--- src/rtl/lane_pack_gather.sv ---
`default_nettype none
// ============================================================================
//  Module   : lane_pack_gather
//  Purpose  : Streaming lane gatherer. Collects one WIDTH-bit element per
//             accepted input beat and presents a packed LEN*WIDTH word with a
//             per-lane written mask. Lane i sits at bits
//             [WIDTH*i+WIDTH-1 : WIDTH*i].
//  Ports    : clk, rst            - clock, synchronous active-high reset
//             in_data/in_valid/in_last/in_ready - element stream (sink side)
//             out_pack/out_mask/out_valid/out_ready - packed word (source side)
//  Revision : 1.0 - initial release
// ============================================================================
module lane_pack_gather #(
    parameter int WIDTH = 16,
    parameter int LEN   = 4
) (
    input  logic                  clk,
    input  logic                  rst,
    input  logic [WIDTH-1:0]      in_data,
    input  logic                  in_valid,
    input  logic                  in_last,
    output logic                  in_ready,
    output logic [WIDTH*LEN-1:0]  out_pack,
    output logic [LEN-1:0]        out_mask,
    output logic                  out_valid,
    input  logic                  out_ready
);

    localparam int                 c_IDX_W    = (LEN > 1) ? $clog2(LEN) : 1;
    localparam logic [c_IDX_W-1:0] c_IDX_LAST = c_IDX_W'(LEN - 1);
    localparam logic               c_LEN_ONE  = (LEN == 1);

    localparam logic [0:0] c_ST_FILL = 1'b0;
    localparam logic [0:0] c_ST_FULL = 1'b1;

    logic [0:0]           r_state, w_state_nxt;
    logic [c_IDX_W-1:0]   r_idx,   w_idx_nxt;
    logic [WIDTH*LEN-1:0] r_pack,  w_pack_nxt;
    logic [LEN-1:0]       r_mask,  w_mask_nxt;
    logic                 w_accept;

    // While a word is pending, a new element can only enter in the same
    // cycle the pending word leaves; this keeps streaming bubble-free.
    assign in_ready  = (r_state == c_ST_FILL) | out_ready;
    assign w_accept  = in_valid & in_ready;

    assign out_valid = (r_state == c_ST_FULL);
    assign out_pack  = r_pack;
    assign out_mask  = r_mask;

    always_ff @(posedge clk) begin
        if (rst) begin
            r_state <= c_ST_FILL;
            r_idx   <= '0;
            r_pack  <= '0;
            r_mask  <= '0;
        end else begin
            r_state <= w_state_nxt;
            r_idx   <= w_idx_nxt;
            r_pack  <= w_pack_nxt;
            r_mask  <= w_mask_nxt;
        end
    end

    always_comb begin
        w_state_nxt = r_state;
        w_idx_nxt   = r_idx;
        w_pack_nxt  = r_pack;
        w_mask_nxt  = r_mask;

        case (r_state)
            c_ST_FILL: begin
                if (w_accept) begin
                    for (int i = 0; i < LEN; i++) begin
                        if (r_idx == c_IDX_W'(i)) begin
                            w_pack_nxt[i*WIDTH +: WIDTH] = in_data;
                            w_mask_nxt[i]                = 1'b1;
                        end
                    end
                    if (in_last || (r_idx == c_IDX_LAST)) begin
                        w_state_nxt = c_ST_FULL;
                        w_idx_nxt   = '0;
                    end else begin
                        w_idx_nxt   = r_idx + c_IDX_W'(1);
                    end
                end
            end

            default: begin
                if (out_ready) begin
                    // Word leaves; clear so unwritten lanes of the next word read 0.
                    w_pack_nxt  = '0;
                    w_mask_nxt  = '0;
                    w_idx_nxt   = '0;
                    w_state_nxt = c_ST_FILL;
                    if (in_valid) begin
                        // Simultaneous accept opens the next word at lane 0.
                        w_pack_nxt[WIDTH-1:0] = in_data;
                        w_mask_nxt[0]         = 1'b1;
                        if (in_last || c_LEN_ONE) begin
                            w_state_nxt = c_ST_FULL;
                        end else begin
                            w_idx_nxt   = c_IDX_W'(1);
                        end
                    end
                end
            end
        endcase
    end

endmodule
`default_nettype wire

--- config.mk ---
export PLATFORM = sky130hd
export DESIGN_NAME = lane_pack_gather
export DESIGN_NICKNAME = d
export VERILOG_FILES = /design/src/rtl/lane_pack_gather.sv
export SDC_FILE = /design/constraint.sdc
export NUM_CORES = 1
export LEC_CHECK = 0
export CAP_MARGIN = 20
export CORE_ASPECT_RATIO = 1.4
export CORE_MARGIN = 2
export CORE_UTILIZATION = 37
export CTS_CLUSTER_DIAMETER = 100
export DETAILED_ROUTE_END_ITERATION = 16
export HOLD_SLACK_MARGIN = 0.12
export PLACE_DENSITY_LB_ADDON = 0.05
export SYNTH_ARGS = -nofsm -noshare
export SYNTH_HDL_FRONTEND = slang
export SYNTH_SLANG_ARGS = --single-unit
--- constraint.sdc ---
create_clock -name clk -period 3.39 [get_ports clk]
set_clock_uncertainty 0.1 [all_clocks]
set_input_delay 0.339 -clock clk [delete_from_list [all_inputs] [get_ports clk]]
set_output_delay 0.339 -clock clk [all_outputs]
set_load 0.1 [all_outputs]
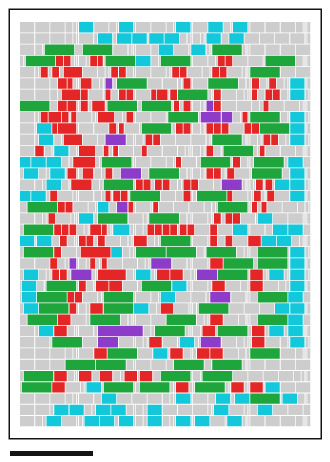
(images/cell_classes.png)
The bar under the picture is 20 um long. Fill, decap, tap and diode cells in grey.
Key: purple = clock drivers and dummy loads [cells 16, share of their area 5.5%]; red = all other logic [cells 169, share of their area 29%]; green = flip-flops [cells 71, share of their area 40%]; cyan = other buffers and delay cells [cells 93, share of their area 26%]
core region area: 0.00689 sq mm
row cnt: 36
fraction of area in registers: 38.3%
Finished Core Util: 53.8%

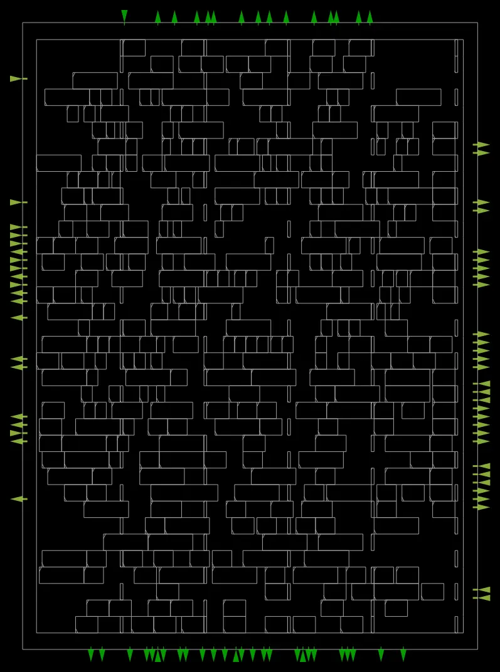
(images/final_placement.png)
layout filler cell count: 671
n_taps: 95
Layout Cells excl Fill: 444
Flop Count: 71

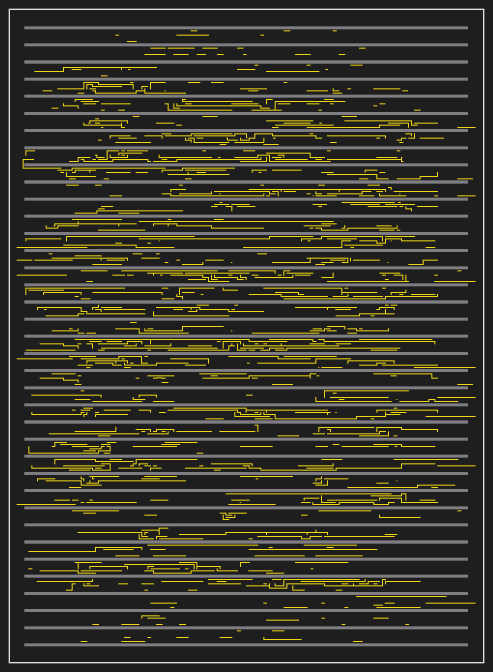
(images/met1.png)
Supply wires on this layer in grey.
The longest straight run is 30.8 um. The layer holds 43% of the routed length.
Post-Route WL: 7.28 mm
M1 GR Usage: 23.8%
total number of vias: 2278

==> metrics by stage <==
stage	hold WS (ns)	cells	total power [mW]	setup slack, ns	cell area (sq um)
detailed placement	0.350	428	1.20	0.873	3510
floorplan	0.372	261	1.11	1.09	2610
global placement	0.349	427	1.20	0.623	3500
global route	0.385	444	1.91	1.00	3710
finish	0.358	444	1.85	1.10	3710
CTS	0.361	444	1.86	1.08	3710
==> cell families (layout without fill, tap and decap cells) <==
kind of cell | count (synthesis) | count (layout) | share of synthesized area [%]
multiplexers | 1 | 1 | 0.574
flip-flops | 71 | 71 | 54.4
adder cells (fa/ha/maj) | 4 | 4 | 1.91
buffers and inverters | 23 | 111 | 5.79
AND-OR/OR-AND | 73 | 73 | 19.2
AND/OR/NAND/NOR | 89 | 89 | 18.1
==> impl_metrics.env <==
# yosys + openroad results
export IMPL_synth_cell_type_count=27
export IMPL_finalHoldViolCount=0
export IMPL_top_layer_used="met4"
export IMPL_maxPowerGroup="sequential cells"
export IMPL_drtPass1Iterations=4
export IMPL_end_kind="output pin"
export IMPL_dominant_cells="flip-flops and latches"
export IMPL_grt_start_max_net_pins=38
export IMPL_use_met2_pct=32.4
export IMPL_fmax_ghz=0.436
export IMPL_comb_share_pct=28.1
export IMPL_ctsLongestPathBuffers=2
export IMPL_status="complete, no violations"
export IMPL_leakage_nw=1.32
export IMPL_io_pins=91
export IMPL_clock_area_share_pct=5.33
export IMPL_synthTopCellsByArea="dfxtp_1, a22o_1, nand3_1"
export IMPL_n_all_inverters=2
export IMPL_min_to="out_mask[1]"
export IMPL_grt_pass1_wl_mm=11.2
export IMPL_clockPowerShare_pct=35.9
export IMPL_yosys_area_top_type="dfxtp_1"
export IMPL_ys_flop_type="dfxtp_1"
Power figures rest on the tool's default switching activity, not on a simulated workload.
